`config.mk`:
```
export PLATFORM = sky130hd
export DESIGN_NAME = fetch_unit
export DESIGN_NICKNAME = d
export VERILOG_FILES = /design/src/rtl/fetch_unit.sv
export SDC_FILE = /design/constraint.sdc
export NUM_CORES = 1
export LEC_CHECK = 0
export CORE_MARGIN = 10
export CORE_UTILIZATION = 41
export CTS_CLUSTER_DIAMETER = 80
export CTS_CLUSTER_SIZE = 8
export DETAILED_ROUTE_END_ITERATION = 8
export GPL_ROUTABILITY_DRIVEN = 0
export MAX_ROUTING_LAYER = met4
export PLACE_DENSITY_LB_ADDON = 0.25
export SKIP_LAST_GASP = 1
export SLEW_MARGIN = 10
export SYNTH_ARGS = -nofsm -noshare
export SYNTH_HDL_FRONTEND = slang
export SYNTH_SLANG_ARGS = --single-unit
```
`constraint.sdc`:
```
create_clock -name clk -period 4.4 [get_ports clk]
set_input_delay 0.44 -clock clk [delete_from_list [all_inputs] [get_ports clk]]
set_output_delay 0.44 -clock clk [all_outputs]
set_load 0.05 [all_outputs]
```
`src/rtl/fetch_unit.sv`:
```
// -----------------------------------------------------------------------------
// fetch_unit
//
// Purpose:
//   Single-issue instruction fetch stage feeding an execute (EX) stage.
//   It holds a 12-bit word-addressed fetch PC, reads instruction memory
//   combinationally through imem_addr/imem_rdata, and registers the fetched
//   word into the EX slot one cycle later. Jumps, jump-registers and taken
//   branches sitting in EX redirect the fetch PC.
//
// Build option:
//   FETCH_DELAY_SLOT_EN
//     - defined:   the word fetched during a redirect cycle (the delay slot)
//                  enters EX as a real instruction.
//     - undefined: that slot is flushed to a NOP bubble (instruction_EX = 0,
//                  valid_EX = 0), so each taken redirect costs one bubble.
//
// Ports:
//   clk              in   1   rising-edge clock
//   rst              in   1   asynchronous, active-high reset
//   stall            in   1   freeze fetch PC and EX registers this cycle
//   pc_src_EX        in   2   00 seq, 01 cond branch, 10 jump, 11 jump-register
//   branch_taken_EX  in   1   qualifies pc_src_EX = 01
//   jr_target_EX     in  32   jump-register value, bits [11:0] are the target
//   imem_addr        out 12   instruction memory word address (fetch PC)
//   imem_rdata       in  32   instruction memory data for imem_addr
//   instruction_EX   out 32   instruction in the EX slot
//   pc_EX            out 12   word address of instruction_EX
//   valid_EX         out  1   EX slot holds a real instruction (0 = bubble)
//
// Flow control:
//   There is no valid/ready handshake here. stall=1 freezes every register
//   for that cycle and masks pc_src_EX; because the EX slot is frozen too, a
//   redirect that was present during the stall is simply seen again on the
//   first cycle with stall=0 and acts then.
// -----------------------------------------------------------------------------
module fetch_unit (
    input  logic        clk,
    input  logic        rst,
    input  logic        stall,
    input  logic [1:0]  pc_src_EX,
    input  logic        branch_taken_EX,
    input  logic [31:0] jr_target_EX,
    output logic [11:0] imem_addr,
    input  logic [31:0] imem_rdata,
    output logic [31:0] instruction_EX,
    output logic [11:0] pc_EX,
    output logic        valid_EX
);

    localparam logic [1:0] SRC_SEQ    = 2'b00;
    localparam logic [1:0] SRC_BRANCH = 2'b01;
    localparam logic [1:0] SRC_JUMP   = 2'b10;
    localparam logic [1:0] SRC_JR     = 2'b11;

    logic [11:0] pc_fetch_q, pc_fetch_d;
    logic [31:0] instr_q,    instr_d;
    logic [11:0] pc_ex_q,    pc_ex_d;
    logic        valid_q,    valid_d;

    logic        redirect;
    logic [11:0] target;

    // Only the low 12 bits of the jump-register value form an address.
    logic        unused_jr_hi;
    assign unused_jr_hi = ^jr_target_EX[31:12];

    // A bubble in EX must never redirect, whatever pc_src_EX says.
    always_comb begin
        redirect = 1'b0;
        if (valid_q && !stall) begin
            case (pc_src_EX)
                SRC_BRANCH: redirect = branch_taken_EX;
                SRC_JUMP:   redirect = 1'b1;
                SRC_JR:     redirect = 1'b1;
                default:    redirect = 1'b0;
            endcase
        end
    end

    // Branch offset is instruction bits [11:0] added to pc+1; the 12-bit
    // sum wraps modulo 4096, so a large offset acts as a backward branch.
    always_comb begin
        target = 12'd0;
        case (pc_src_EX)
            SRC_BRANCH: target = pc_ex_q + 12'd1 + instr_q[11:0];
            SRC_JUMP:   target = instr_q[11:0];
            SRC_JR:     target = jr_target_EX[11:0];
            SRC_SEQ:    target = 12'd0;
            default:    target = 12'd0;
        endcase
    end

    always_comb begin
        pc_fetch_d = pc_fetch_q;
        instr_d    = instr_q;
        pc_ex_d    = pc_ex_q;
        valid_d    = valid_q;
        if (!stall) begin
            // The word at the current fetch PC always moves into EX; only
            // its validity depends on whether a redirect is happening.
            instr_d = imem_rdata;
            pc_ex_d = pc_fetch_q;
            valid_d = 1'b1;
            if (redirect) begin
                pc_fetch_d = target;
`ifdef FETCH_DELAY_SLOT_EN
                // Delay slot executes: keep the normal load above.
`else
                // Flush the wrong-path word into a NOP bubble.
                instr_d = 32'h0000_0000;
                valid_d = 1'b0;
`endif
            end else begin
                pc_fetch_d = pc_fetch_q + 12'd1;
            end
        end
    end

    always_ff @(posedge clk or posedge rst) begin
        if (rst) begin
            pc_fetch_q <= 12'd0;
            instr_q    <= 32'h0000_0000;
            pc_ex_q    <= 12'd0;
            valid_q    <= 1'b0;
        end else begin
            pc_fetch_q <= pc_fetch_d;
            instr_q    <= instr_d;
            pc_ex_q    <= pc_ex_d;
            valid_q    <= valid_d;
        end
    end

    assign imem_addr      = pc_fetch_q;
    assign instruction_EX = instr_q;
    assign pc_EX          = pc_ex_q;
    assign valid_EX       = valid_q;

endmodule

```
**Sequential cells grouped by signal name**

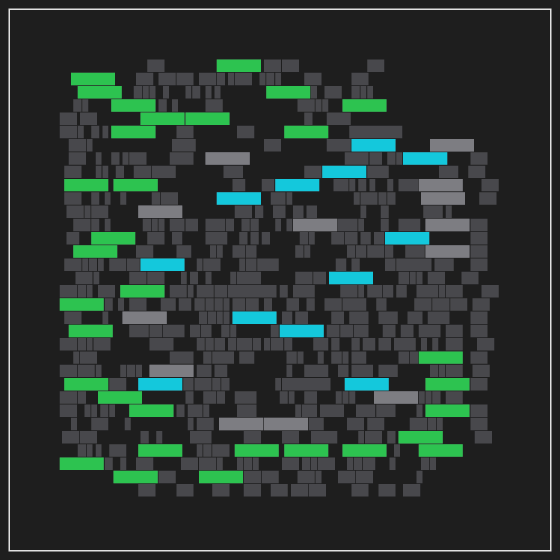
instruction_EX -> green  # flops 32, where widely spread
imem_addr -> cyan  # flops 12
not colored = 13

**The clock network**

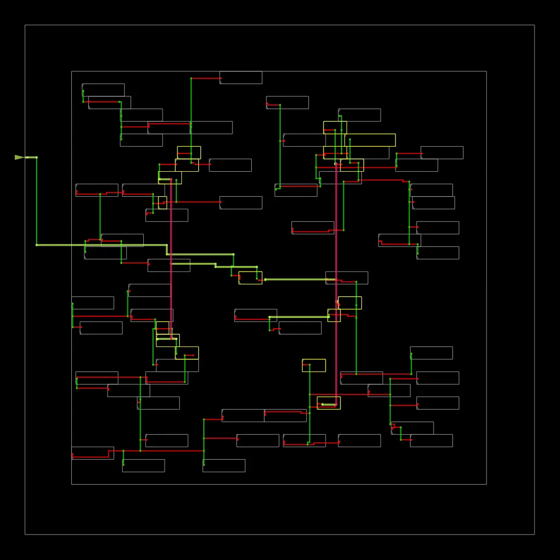
TritonCTS Buffers: 9
CTS sink cnt: 57
clk_buf instances: 12

==> reports/results.txt <==
Peak fanout along the critical path: 4
RSZ-0062 raised after global routing: false
Vias in the first global route: 3233
Worst Setup Path Type: flip-flop to flip-flop
Final instance count without filler cells: 587
Wire per inst: 17.3 microns
Worst vdd ir: 282 uV
Outcome: completed
Gr usage total: 16.1%
# Cells Yosys: 376
Final ANT Viol Nets: 0
Met2 usage: 24.2%
Clk_skew: 0.0126 ns
Area leader share: 42.3%
Syn. warnings: 0
Number of port buffers: 106
Hold/Removal Path Class: primary input to async pin
GRT Residual Overflow: 0
First-pass GRT wire length: 16200 microns
Worst-path cell chain: inv_1 > ha_1 > fa_1 > nor2b_1 > o2111a_1 > o211ai_1 > a2111oi_0 > o32a_1
Slew headroom: 54.2%
Die width: 111 microns
Total power: 0.00262 W
Worst-path clk slew: 0.07 ns
Synth Net Count: 459
Pint: 0.00142 W
Core Rows: 33
Initial antenna violation count: 0
OpenROAD warning count: 46
Latency at later pin: 0.34 ns
Switch Pwr: 0.00119 W
Crit path required time: 4.68 ns
Drt pass-1 iters: 5
DRT Wirelength: 10200 microns
Final worst-path cycle share: 58.7%
Lkg Pwr: 1.99 nW
# hold bufs at CTS: 0
Clock root buffer: clkbuf_8
Yosys Chip Area: 0.00337 sq mm
Worst Setup SP: instruction_EX[0]
Final WS setup: 1.82 ns
Largest net degree at the start of global routing: 62
# nets final: 560
Setup WS pre-CTS: 1.53 ns
Vias/cell: 5.46
Via count: 3207
Synth Seq Share: 42.3%
GR Util met1: 19.7%
Clk buf depth: 2
Mapped cell area: 0.00337 sq mm
CP Launch Type: flip-flop
Ant diodes: 0
Pwr per Cell Area: 555 mW/mm^2
Core Area: 0.00809 sq mm
Synth async-reset ratio: 100%
Worst reg-to-reg setup slack: 1.82 ns
Core Density at Floorplan: 41.7%
Cells on worst reg2reg path: 8
Avg Cell Area, Syn: 8.97 sq um
Die height: 111 microns
Initial DRC count: 201
Synth top area cells: dfrtp_1, nand2_1, ha_1, o21ai_0, mux2_2
Switching share of power: 45.6%
H-tree levels: 3
Max frequency: 0.387 GHz
CTS tree: done
Arrival @ worst endpoint: 2.86 ns
Yosys cell types: 59
Top cell excl fill/tap: clkdlybuf4s50_1
## state kept, by name, indices dropped and copies added, names as in the netlist
| register | cells |
|---|---|
| instruction_EX | 32 |
| imem_addr | 12 |
| valid_EX | 1 |
| pc_EX | 12 |
## cells by family after synthesis
kind of cell	after synthesis	share of synthesized area (%)
AND-OR/OR-AND	110	22.2
XOR/XNOR	3	0.779
AND/OR/NAND/NOR	137	18.1
multiplexers	23	7.42
adder cells (fa/ha/maj)	13	5.04
buffers and inverters	33	4.19
flip-flops	57	42.3
## per-stage QoR
| step | instance area, sq um | utilization [%] |
|---|---|---|
| after floorplan | 3370 | - |
| after global placement | 4510 | 55.7 |
| after detailed placement | 4510 | 55.7 |
| after CTS | 4720 | 58.3 |
| after global routing | 4720 | 58.3 |
| final | 4720 | 58.3 |
## metal layers
metal  routed length, microns  vias to the layer above
met4                      206                        0
met5                        0                        -
met3                      766                       18
met1                     4520                     1506
met2                     4670                      134
li1                         -                     1549
## how the worst max path moves through the flow
stage	endpoint	slack, ns	depth (start not counted)
after global routing	imem_addr[8]	1.54	8
after CTS	imem_addr[8]	1.82	8
after detailed placement	imem_addr[8]	1.53	6
after floorplan	imem_addr[8]	1.96	8
after global placement	imem_addr[5]	1.56	7
final	imem_addr[8]	1.82	8
## final cells by class
cell class	instances	area, sq um
clock buffer	12	165
clock inverter	4	50.0
fill	745	3370
inverter	12	45.0
multi-input combinational	286	1810
sequential	57	1430
tap	105	131
timing repair buffer	111	1100
## synth_stat cells, types with 7 or more instances
cell type and n:
nand3_1 10, o21ai_1 16, dfrtp_1 57, nor2_1 16, clkbuf_1 10, a21oi_1 12, mux2i_1 10, buf_2 8
nor3_1 8, o21ai_0 30, inv_1 10, ha_1 12, a21o_1 7, nand2_1 82, o22ai_1 7, mux2_2 11
## worst max-delay path: cells and delay by family (launching register included)
kind,cells,cell delay (ns)
AOI/OAI and AO/OA,4,1.23
adders and majority gates,2,0.60
buffers and inverters,1,0.06
DFF,1,0.40
and+or+nand+nor,1,0.22
## power by group through the flow
stage / Clock, W / Combinational (W) / Sequential [W]
finish: 0.000532 / 0.00131 / 0.000779
global route: 0.000564 / 0.00139 / 0.000798
CTS: 0.000540 / 0.00131 / 0.000780
detailed placement: 0 / 0.00131 / 0.000789
global placement: 0 / 0.00129 / 0.000783
floorplan: 0 / 0.000475 / 0.00117
No activity file was given, so power comes from the tool's default toggle rates.
